### Placed cells, one colour a class

(2 px per um)
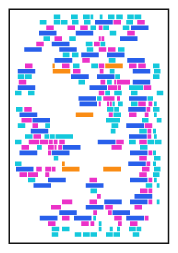
### Sequential cells grouped by signal name

(2 px per um) Other sequential cells in the stronger grey, the rest of the logic in the fainter grey.
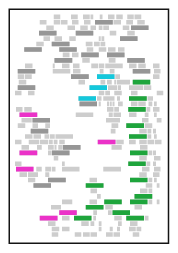
### Nets reached from selected ports

(4 px per um)
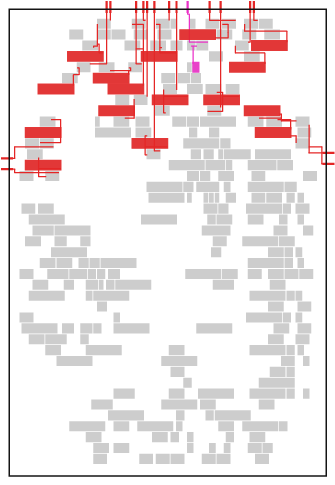
==> config.mk <==
export PLATFORM = sky130hd
export DESIGN_NAME = ram_access_ctrl
export DESIGN_NICKNAME = d
export VERILOG_FILES = /design/src/rtl/ram_access_ctrl.sv
export SDC_FILE = /design/constraint.sdc
export NUM_CORES = 1
export LEC_CHECK = 0
export CORE_ASPECT_RATIO = 1.5
export CORE_MARGIN = 2
export CORE_UTILIZATION = 25
export CTS_CLUSTER_SIZE = 10
export DETAILED_ROUTE_END_ITERATION = 12
export GPL_ROUTABILITY_DRIVEN = 1
export PLACE_DENSITY = 0.6
export RECOVER_POWER = 50
export SYNTH_ARGS = -nofsm -noshare
export SYNTH_HDL_FRONTEND = slang
export SYNTH_SLANG_ARGS = --single-unit
==> constraint.sdc <==
create_clock -name CLK -period 2 [get_ports CLK]
set_clock_uncertainty 0.2 [all_clocks]
set_input_delay 0.2 -clock CLK [delete_from_list [all_inputs] [get_ports CLK]]
set_output_delay 0.2 -clock CLK [all_outputs]
set_load 0.02 [all_outputs]
==> results.json <==
{
  "grt_usage": 0.1032,
  "syn_area_per_cell_um2": 14.20,
  "failed_checks": "negative setup slack",
  "ys_cells": 148,
  "cp-end-kind": "output port",
  "hold_viol": 0,
  "clock_tree.buffer_depth": 2,
  "synthCells": 148,
  "rsz0062_at_grt": "true",
  "ir_drop_mv": 0.6864,
  "drt-total-wl_um": 4981,
  "finalNetCount": 299,
  "rr_worst_depth": 5,
  "leakage_nw": 1.462,
  "critical_path_arrival_ps": 1610,
  "drtIter0Drc": 39,
  "cts_tree": "built",
  "drv_cap": 0,
  "worst_slack_ps": -13.15,
  "crit_path_top_delay_cell": "dfrtp_1",
  "ant_nets": 0,
  "grt.overflow.total": 0,
  "postCtsHoldBufs": 0,
  "diodes": 0,
  "p_seq_frac": 0.305,
  "grt_pass1_wl_um": 7320,
  "crit_top_cell": "buf_6",
  "first_pass_iters": 5,
  "p_switching_mw": 1.943,
  "p_per_area_nw_per_um2": 1695,
  "layout.cells.most_common_list": "clkdlybuf4s50_1, dfrtp_1, mux2_2",
  "relSlewSlack": 0.5999,
  "grt_pass1_vias": 1501,
  "initial_utilization": 0.2529,
  "path_cells": "nor3_4 -> buf_6 -> buf_12 -> mux2_4 -> buf_6",
  "combinationalPowerShare": 0.555,
  "num_vias": 1548,
  "die_width_um": 78.87,
  "path_buffers": 3,
  "r2r_slack_ps": 170,
  "clock_latency_ps": 280,
  "internal_power_mw": 3.700,
  "gp_congestion": 0.6112,
  "crit_family": "flip-flops",
  "cts.htree.levels": 2,
  "area_growth_pct": 58.33,
  "clock_sinks": 48,
  "final_layout_size_suffix_gt1_frac": 0.3961,
  "path_depth": 5,
  "clkPwrFrac": 0.141,
  "period_used_share": 1.007,
  "syn_nets": 192,
  "yosysChipArea_um2": 2102,
  "ys_seq_elements": 48,
  "drc": 0,
  "finalSetupViolCount": 6,
  "crit_path_start_kind": "register",
  "fin_cells": 362,
  "grt_start_max_net_pins": 43,
  "fmax_mhz": 496.7,
  "yosys_warnings": 0,
  "synth_cell_types": 26,
  "dpl.hpwl_um": 3338,
  "cts_buffers": 5,
  "slowest_delay_ps": 410,
  "routedWlPerCell_um": 13.76,
  "netSwitchingFraction": 0.3443,
  "clk_pin_slew_worst_paths_ps": 60,
  "cts_root_buf": "clkbuf_16",
  "worstMarginPinSlew_ps": 600.2,
  "run_status": "finished, violations left",
  "synthFlopType": "dfrtp_1",
  "drv_slew": 0,
  "ys_seq_frac": 0.5714,
  "warning_count": 28,
  "die_h_um": 116.3,
  "path_max_fanout": 5,
  "path_class": "reg -> out"
}
About 'Placed cells, one colour a class':
cyan -> remaining buffers and delay cells  # cells 107, share of their area 31%
magenta -> remaining logic cells  # cells 93, share of their area 27%
orange -> clock drivers and dummy loads  # cells 7, share of their area 4.2%
blue -> registers  # cells 48, share of their area 38%
flop share of the area: 0.3609
design area: 3328 um^2
Core Area: 8310 um^2
Core Rows: 41
Final Util: 0.4005

About 'Sequential cells grouped by signal name':
green -> data_q  # placed flops 16
cyan -> state  # placed flops 3
magenta -> addr_q  # placed flops 6
not coloured = 23
P_seq: 1.72 mW
register area: 1201 um^2

About 'Nets reached from selected ports':
red -> RSP_DATA  # bits 16, direction output, end cells 16, buffers 16, wire 385 um
magenta -> MEM_W  # bits 1, direction output, end cells 1, buffers 1, wire 18.5 um
num ports: 87
port buffer count: 86

[power by group through the flow]
stage | Combinational [mW] | Clock, mW | Sequential (mW)
detailed placement | 2.88 | 0 | 1.74
global placement | 2.85 | 0 | 1.72
CTS | 2.76 | 0.846 | 1.72
global route | 3.35 | 0.868 | 1.79
floorplan | 1.51 | 0 | 1.88
finish | 3.13 | 0.795 | 1.72
[layer usage]
metal  global-route usage  up-vias  share of wire
li1                     -      729              -
met1               0.1276      766           0.42
met2               0.1726       48           0.51
met3              0.02859        5          0.053
met4              0.03793        0          0.014
met5                    0        -              0
[worst min-delay path, delay by kind of cell]
| kind | cells | cell delay (ps) |
|---|---|---|
| buf+inv | 3 | 870 |
[cell type report]
class                           instances  area, um^2
Sequential cell                        48        1201
Multi-Input combinational cell         91       864.6
Fill cell                             822        4982
Clock inverter                          1       5.005
Inverter                                2       7.507
Tap cell                              107       133.9
Clock buffer                            6       128.9
Timing Repair Buffer                  107       987.2
[cells in the mapped netlist (all sizes together), types with 2 or more instances]
cell type | count | area (um^2)
inv | 2 | 7.510
dfrtp | 48 | 1201
mux2 | 45 | 506.7
nor3 | 3 | 26.28
and2 | 18 | 112.6
nand4 | 3 | 18.77
nor2 | 4 | 15.01
nand2b | 2 | 20.02
xnor2 | 4 | 35.03
buf | 6 | 50.04
nor4b | 2 | 17.52
[stage by stage]
stage / instance area, um^2 / TNS (ps) / total power, mW / hold WS (ps) / worst slack (ps)
6_report: 3328 / -58.82 / 5.643 / 202.7 / -13.15
5_1_grt: 3328 / -388.9 / 5.998 / 258.7 / -63.06
4_1_cts: 3217 / -47.71 / 5.328 / 107.4 / -22.57
3_5_place_dp: 3156 / -2000 / 4.619 / 250.2 / -152.8
3_3_place_gp: 3156 / -1869 / 4.575 / 235.4 / -118.1
2_1_floorplan: 2102 / 0 / 3.396 / 150.4 / 243.9
[kinds of logic (layout without fill, tap and decap cells)]
logic type / count (synthesis) / after routing / synth area share
compound gates: 3 / 3 / 0.01012
fa+ha+maj: 1 / 1 / 0.005951
flops: 48 / 48 / 0.5714
mux: 45 / 45 / 0.2411
simple gates: 37 / 37 / 0.1214
xor+xnor: 5 / 5 / 0.02083
buf+inv: 9 / 116 / 0.02916
[repair_timing]
| action | 4_1_cts | 5_1_grt |
|---|---|---|
| pin swaps | 0 | 1 |
| resized | 96 | 29 |
| setup endpoints to repair | 27 | 24 |
| cloned | 0 | 2 |
| setup buffers | 5 | 4 |
Power figures rest on the tool's default switching activity, not on a simulated workload.
